$ cat config.mk
export PLATFORM = sky130hd
export DESIGN_NAME = player_mover_flat
export DESIGN_NICKNAME = d
export VERILOG_FILES = /design/src/rtl/player_mover_if.sv /design/src/rtl/player_mover.sv /design/src/flat_wrapper.sv
export SDC_FILE = /design/constraint.sdc
export NUM_CORES = 1
export LEC_CHECK = 0
export ABC_AREA = 1
export CAP_MARGIN = 10
export CELL_PAD_IN_SITES_DETAIL_PLACEMENT = 0
export CELL_PAD_IN_SITES_GLOBAL_PLACEMENT = 1
export CORE_MARGIN = 4
export CORE_UTILIZATION = 45
export DETAILED_ROUTE_END_ITERATION = 10
export GPL_TIMING_DRIVEN = 1
export MAX_ROUTING_LAYER = met4
export PLACE_DENSITY = 0.87
export SYNTH_ARGS = -nofsm -noshare
export SYNTH_HDL_FRONTEND = slang
export SYNTH_SLANG_ARGS = --single-unit
$ cat constraint.sdc
create_clock -name clk_i -period 2.7 [get_ports clk_i]
set_clock_uncertainty 0.2 [all_clocks]
set_input_delay 0.54 -clock clk_i [delete_from_list [all_inputs] [get_ports clk_i]]
set_output_delay 0.54 -clock clk_i [all_outputs]
set_load 0.02 [all_outputs]
$ cat src/rtl/player_mover_if.sv
// Bundles the player controls, the map-query handshake and the position/bomb
// outputs of one player_mover instance.
interface player_mover_if;
    logic       enable;
    logic       xmov;
    logic       xdir;
    logic       ymov;
    logic       ydir;
    logic       bomb;
    logic       query_req;
    logic [3:0] query_x;
    logic [3:0] query_y;
    logic       query_ack;
    logic       query_blocked;
    logic [3:0] pos_x;
    logic [3:0] pos_y;
    logic       moved;
    logic       bomb_req;
    logic [3:0] bomb_x;
    logic [3:0] bomb_y;

    modport master (
        output enable, xmov, xdir, ymov, ydir, bomb, query_ack, query_blocked,
        input  query_req, query_x, query_y, pos_x, pos_y, moved,
               bomb_req, bomb_x, bomb_y
    );

    modport slave (
        input  enable, xmov, xdir, ymov, ydir, bomb, query_ack, query_blocked,
        output query_req, query_x, query_y, pos_x, pos_y, moved,
               bomb_req, bomb_x, bomb_y
    );
endinterface

$ cat src/rtl/player_mover.sv
// Grid player controller: steps one cell per accepted move after a map query,
// enforces a cooldown between moves and emits edge-triggered bomb requests.
module player_mover #(
    parameter int GRID_W     = 15,
    parameter int GRID_H     = 11,
    parameter int START_X    = 1,
    parameter int START_Y    = 1,
    parameter int MOVE_DELAY = 5000000
) (
    input  logic          clk_i,
    input  logic          rst_ni,
    player_mover_if.slave pm
);

    typedef enum logic [1:0] {
        ST_IDLE  = 2'd0,
        ST_QUERY = 2'd1,
        ST_WAIT  = 2'd2
    } state_t;

    typedef struct packed {
        logic       valid;
        logic [3:0] x;
        logic [3:0] y;
    } cell_t;

    localparam logic [3:0]  X_MAX     = 4'(GRID_W - 1);
    localparam logic [3:0]  Y_MAX     = 4'(GRID_H - 1);
    localparam logic [3:0]  X_RESET   = 4'(START_X);
    localparam logic [3:0]  Y_RESET   = 4'(START_Y);
    localparam logic [31:0] WAIT_LAST = 32'(MOVE_DELAY - 2);

    state_t      state_q, state_d;
    logic [31:0] cnt_q, cnt_d;
    logic [3:0]  tgt_x_q, tgt_x_d;
    logic [3:0]  tgt_y_q, tgt_y_d;
    logic [3:0]  pos_x_q, pos_x_d;
    logic [3:0]  pos_y_q, pos_y_d;
    logic        query_req_q, query_req_d;
    logic        moved_q, moved_d;
    logic        bomb_prev_q;
    logic        bomb_req_q, bomb_req_d;
    logic [3:0]  bomb_x_q, bomb_x_d;
    logic [3:0]  bomb_y_q, bomb_y_d;
    logic        bomb_edge_s;
    cell_t       step_s;

    // X movement wins over Y; a step that would leave the grid is reported invalid.
    function automatic cell_t next_cell(
        input logic       xmov,
        input logic       xdir,
        input logic       ymov,
        input logic       ydir,
        input logic [3:0] px,
        input logic [3:0] py
    );
        cell_t c;
        c.valid = 1'b0;
        c.x     = px;
        c.y     = py;
        if (xmov) begin
            if (xdir) begin
                c.valid = (px != X_MAX);
                c.x     = px + 4'd1;
            end else begin
                c.valid = (px != 4'd0);
                c.x     = px - 4'd1;
            end
        end else if (ymov) begin
            if (ydir) begin
                c.valid = (py != Y_MAX);
                c.y     = py + 4'd1;
            end else begin
                c.valid = (py != 4'd0);
                c.y     = py - 4'd1;
            end
        end else begin
            c.valid = 1'b0;
        end
        return c;
    endfunction

    // Movement FSM: next state, target latch, position update and cooldown counter.
    always_comb begin
        state_d     = state_q;
        cnt_d       = cnt_q;
        tgt_x_d     = tgt_x_q;
        tgt_y_d     = tgt_y_q;
        pos_x_d     = pos_x_q;
        pos_y_d     = pos_y_q;
        query_req_d = 1'b0;
        moved_d     = 1'b0;
        step_s      = next_cell(pm.xmov, pm.xdir, pm.ymov, pm.ydir, pos_x_q, pos_y_q);
        case (state_q)
            ST_IDLE: begin
                if (pm.enable && step_s.valid) begin
                    tgt_x_d     = step_s.x;
                    tgt_y_d     = step_s.y;
                    query_req_d = 1'b1;
                    state_d     = ST_QUERY;
                end else begin
                    state_d = ST_IDLE;
                end
            end
            ST_QUERY: begin
                if (pm.query_ack) begin
                    if (pm.query_blocked) begin
                        state_d = ST_IDLE;
                    end else begin
                        pos_x_d = tgt_x_q;
                        pos_y_d = tgt_y_q;
                        moved_d = 1'b1;
                        cnt_d   = 32'd0;
                        state_d = ST_WAIT;
                    end
                end else begin
                    query_req_d = 1'b1;
                end
            end
            ST_WAIT: begin
                if (cnt_q == WAIT_LAST) begin
                    state_d = ST_IDLE;
                end else begin
                    cnt_d = cnt_q + 32'd1;
                end
            end
            default: begin
                state_d = ST_IDLE;
            end
        endcase
    end

    // Bomb key edge detect; coordinates taken from the position held before any same-cycle move.
    always_comb begin
        bomb_edge_s = pm.bomb & ~bomb_prev_q;
        bomb_req_d  = bomb_edge_s & pm.enable;
        if (bomb_req_d) begin
            bomb_x_d = pos_x_q;
            bomb_y_d = pos_y_q;
        end else begin
            bomb_x_d = bomb_x_q;
            bomb_y_d = bomb_y_q;
        end
    end

    // State and output registers.
    always_ff @(posedge clk_i or negedge rst_ni) begin
        if (!rst_ni) begin
            state_q     <= ST_IDLE;
            cnt_q       <= 32'd0;
            tgt_x_q     <= 4'd0;
            tgt_y_q     <= 4'd0;
            pos_x_q     <= X_RESET;
            pos_y_q     <= Y_RESET;
            query_req_q <= 1'b0;
            moved_q     <= 1'b0;
            bomb_prev_q <= 1'b0;
            bomb_req_q  <= 1'b0;
            bomb_x_q    <= 4'd0;
            bomb_y_q    <= 4'd0;
        end else begin
            state_q     <= state_d;
            cnt_q       <= cnt_d;
            tgt_x_q     <= tgt_x_d;
            tgt_y_q     <= tgt_y_d;
            pos_x_q     <= pos_x_d;
            pos_y_q     <= pos_y_d;
            query_req_q <= query_req_d;
            moved_q     <= moved_d;
            bomb_prev_q <= pm.bomb;
            bomb_req_q  <= bomb_req_d;
            bomb_x_q    <= bomb_x_d;
            bomb_y_q    <= bomb_y_d;
        end
    end

    assign pm.query_req = query_req_q;
    assign pm.query_x   = tgt_x_q;
    assign pm.query_y   = tgt_y_q;
    assign pm.pos_x     = pos_x_q;
    assign pm.pos_y     = pos_y_q;
    assign pm.moved     = moved_q;
    assign pm.bomb_req  = bomb_req_q;
    assign pm.bomb_x    = bomb_x_q;
    assign pm.bomb_y    = bomb_y_q;

endmodule
$ cat src/flat_wrapper.sv
// flat-port wrapper written by rule: the top's interface ports become plain ports
module player_mover_flat 
#(
    parameter int GRID_W     = 15,
    parameter int GRID_H     = 11,
    parameter int START_X    = 1,
    parameter int START_Y    = 1,
    parameter int MOVE_DELAY = 5000000
)
  (clk_i, rst_ni, pm_enable, pm_xmov, pm_xdir, pm_ymov, pm_ydir, pm_bomb, pm_query_ack, pm_query_blocked, pm_query_req, pm_query_x, pm_query_y, pm_pos_x, pm_pos_y, pm_moved, pm_bomb_req, pm_bomb_x, pm_bomb_y);
  player_mover_if pm_i ();
  input  logic clk_i;
  input  logic rst_ni;
  input wire logic [$bits(pm_i.enable)-1:0] pm_enable;
  input wire logic [$bits(pm_i.xmov)-1:0] pm_xmov;
  input wire logic [$bits(pm_i.xdir)-1:0] pm_xdir;
  input wire logic [$bits(pm_i.ymov)-1:0] pm_ymov;
  input wire logic [$bits(pm_i.ydir)-1:0] pm_ydir;
  input wire logic [$bits(pm_i.bomb)-1:0] pm_bomb;
  input wire logic [$bits(pm_i.query_ack)-1:0] pm_query_ack;
  input wire logic [$bits(pm_i.query_blocked)-1:0] pm_query_blocked;
  output wire logic [$bits(pm_i.query_req)-1:0] pm_query_req;
  output wire logic [$bits(pm_i.query_x)-1:0] pm_query_x;
  output wire logic [$bits(pm_i.query_y)-1:0] pm_query_y;
  output wire logic [$bits(pm_i.pos_x)-1:0] pm_pos_x;
  output wire logic [$bits(pm_i.pos_y)-1:0] pm_pos_y;
  output wire logic [$bits(pm_i.moved)-1:0] pm_moved;
  output wire logic [$bits(pm_i.bomb_req)-1:0] pm_bomb_req;
  output wire logic [$bits(pm_i.bomb_x)-1:0] pm_bomb_x;
  output wire logic [$bits(pm_i.bomb_y)-1:0] pm_bomb_y;
  assign pm_i.enable = pm_enable;
  assign pm_i.xmov = pm_xmov;
  assign pm_i.xdir = pm_xdir;
  assign pm_i.ymov = pm_ymov;
  assign pm_i.ydir = pm_ydir;
  assign pm_i.bomb = pm_bomb;
  assign pm_i.query_ack = pm_query_ack;
  assign pm_i.query_blocked = pm_query_blocked;
  assign pm_query_req = pm_i.query_req;
  assign pm_query_x = pm_i.query_x;
  assign pm_query_y = pm_i.query_y;
  assign pm_pos_x = pm_i.pos_x;
  assign pm_pos_y = pm_i.pos_y;
  assign pm_moved = pm_i.moved;
  assign pm_bomb_req = pm_i.bomb_req;
  assign pm_bomb_x = pm_i.bomb_x;
  assign pm_bomb_y = pm_i.bomb_y;
  player_mover #(.GRID_W(GRID_W), .GRID_H(GRID_H), .START_X(START_X), .START_Y(START_Y), .MOVE_DELAY(MOVE_DELAY)) u_core (.clk_i(clk_i), .rst_ni(rst_ni), .pm(pm_i));
endmodule
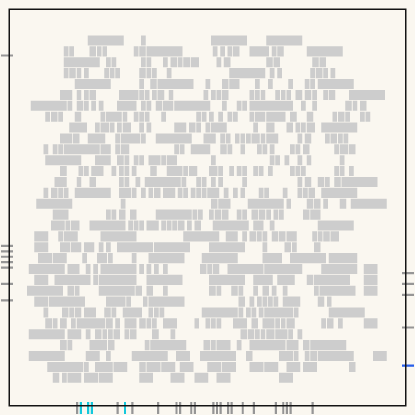
**Above:** pin map.
Drawn at 4 px/um. Pins as bars across the die edge, other pins in gray.
| color | port | pins | direction | edge |
|---|---|---|---|---|
| blue | rst_ni | 1 | input | east |
| cyan | pm_pos_y | 4 | output | south |

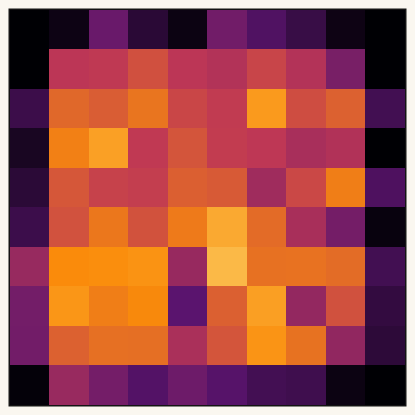
**Above:** cell area per tile.
Drawn at 4 px/um. 10 x 10 tiles, from black (low) to pale yellow (high), 0 to 100% covered.
densest ninth of the die: center
nearly empty tiles: 7.0%
tiles over 75% full: 9.0%
Initial Util: 47.2%
final core utilization: 55.5%
Core Footprint: 7850 sq um

==> results_dict.tcl <==
# place-and-route summary
set metrics [dict create \
    p_switching_uw 1660 \
    ys_cells 514 \
    use_met3_pct 3.47 \
    worstRegToRegCells 9 \
    number_of_global_route_vias_before_repair 3261 \
    cts_resized 0 \
    ir_worst_vdd_uv 495 \
    routed_wl_mm 9.11 \
    place_worst_setup_slack_ns 0.260 \
    wl_met3_um 377 \
    met2_wirelength_mm 4.00 \
    cts_hold_repair.buffers 1 \
    grt_pass1_wl_mm 16.2 \
    inverters 43 \
    most-common-layout-cells "nand2_1, nor2_1, nand3_1" \
    fill_cells 790 \
    clkTransAtPathRegs_ns 0.06 \
    clock_insertion_delay_worst_skew_ns 0.34 \
    critical_path.slowest_cell "clkdlybuf4s50_1" \
    timing.setup.critical_path_class "reg2out" \
    flops 62 \
    synthTopCellsByCount "nand2_1, nor2_1, nand3_1" \
    vias 3408 \
    clockPowerShare_pct 20.5 \
    post-synth-top-area-fraction_pct 40.5 \
    grt_max_degree 41 \
    hp-class "reg2reg" \
    final-clk-cell-share_pct 4.42 \
    wire_length_per_cell_after_detailed_routing_um 13.8 \
    topCombFamilyByArea "simple AND/OR/NAND/NOR gates" \
    pwr_density_cell_nw_per_um2 921 \
    area.sequential_sq_um 1550 \
    ant_nets 0 \
    maxCapViolCount 0 \
    io_buffer_count 36 \
    ff2ff_setup_slack_ns 0.56 \
    layout_setup_ws_ns 0.369 \
    final.setup.tns_ns 0 \
    synth.yosys.chip_area_sq_um 3710 \
    numSynthFlops 62 \
    placed_cells 644 \
    final-max-slew-violation-count 0 \
    h-tree-depth 3 \
    largest_register_ff_count 32 \
    num-nonclk-buffers 41 \
    p_leak_uw 0.00196 \
    cp.buffers_inverters 1 \
    synth_simple_gate_area_share_pct 38.1 \
    mi_logic_area_sq_um 1920 \
    grt_antenna_before_repair 0 \
    cts_made_buffers 9 \
    design_area_sq_um 4360 \
    p_clk_uw 822 \
    drc 0 \
    maxClockFrequency_mhz 429 \
    finalCritPeriodShare_pct 86.3 \
    timing.critical_path.to "pm_pos_y[0]" \
    cp_data_required_time_ns 1.96 \
    bufAreaShareNonClock_pct 9.36 \
    synth_net_count 532 \
    most_common_cell "nand2_1" \
    netlist_area_sq_um 3710 \
    num-nets-final 572 \
    avgSynthCellArea_sq_um 7.21 \
    seq_share_pct 35.6 \
    wl_met1_mm 4.58 \
    tightestPinTransition_ns 0.549 \
    asyncSetResetFlopFracSynth_pct 100 \
    synth_warnings 0 \
    edff_count_synth 0 \
    first_pass_detailed_route_iteration_total 5 \
    run_status "complete, no violations" \
    final_common_cell "nand2_1" \
    ys_top_cells_by_area "dfrtp_1, nand2_1, nand3_1" \
    seq_cell_power_uw 1590 \
    path_delay_family "buffers and inverters" \
    layout_min_cycle_time_ns 2.33 \
    p_comb_uw 1600 \
    crit_path_max_incr_delay_ns 0.63 \
    grt_overflow_total 0 \
    i_o_pins 37 \
    timing.critical_path.arrival_ns 1.59 \
    diodes 0 \
    power.share.switching_pct 41.4 \
    worst-path-stages 1 \
    reg2reg_from "u_core.cnt_q[0]$_DFFE_PN0P_" \
    min_to "u_core.pm.bomb_req$_DFF_PN0_" \
    logic_gate_count 397 \
    synth-seq-area-share_pct 41.9 \
    fp-row-count 32 \
    cts_setup_buffers 0 \
]
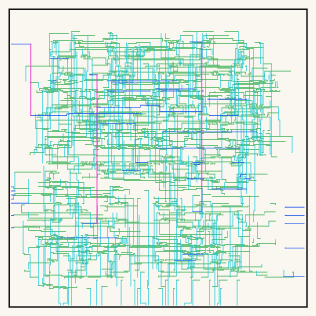
**Above:** metal layers overlaid.
Drawn at 3 px/um.
| color | layer | wire length |
|---|---|---|
| blue | metal 3 | 377 um |
| cyan | metal 2 | 4,000 um |
| green | metal 1 | 4,580 um |
| magenta | metal 4 | 143 um |

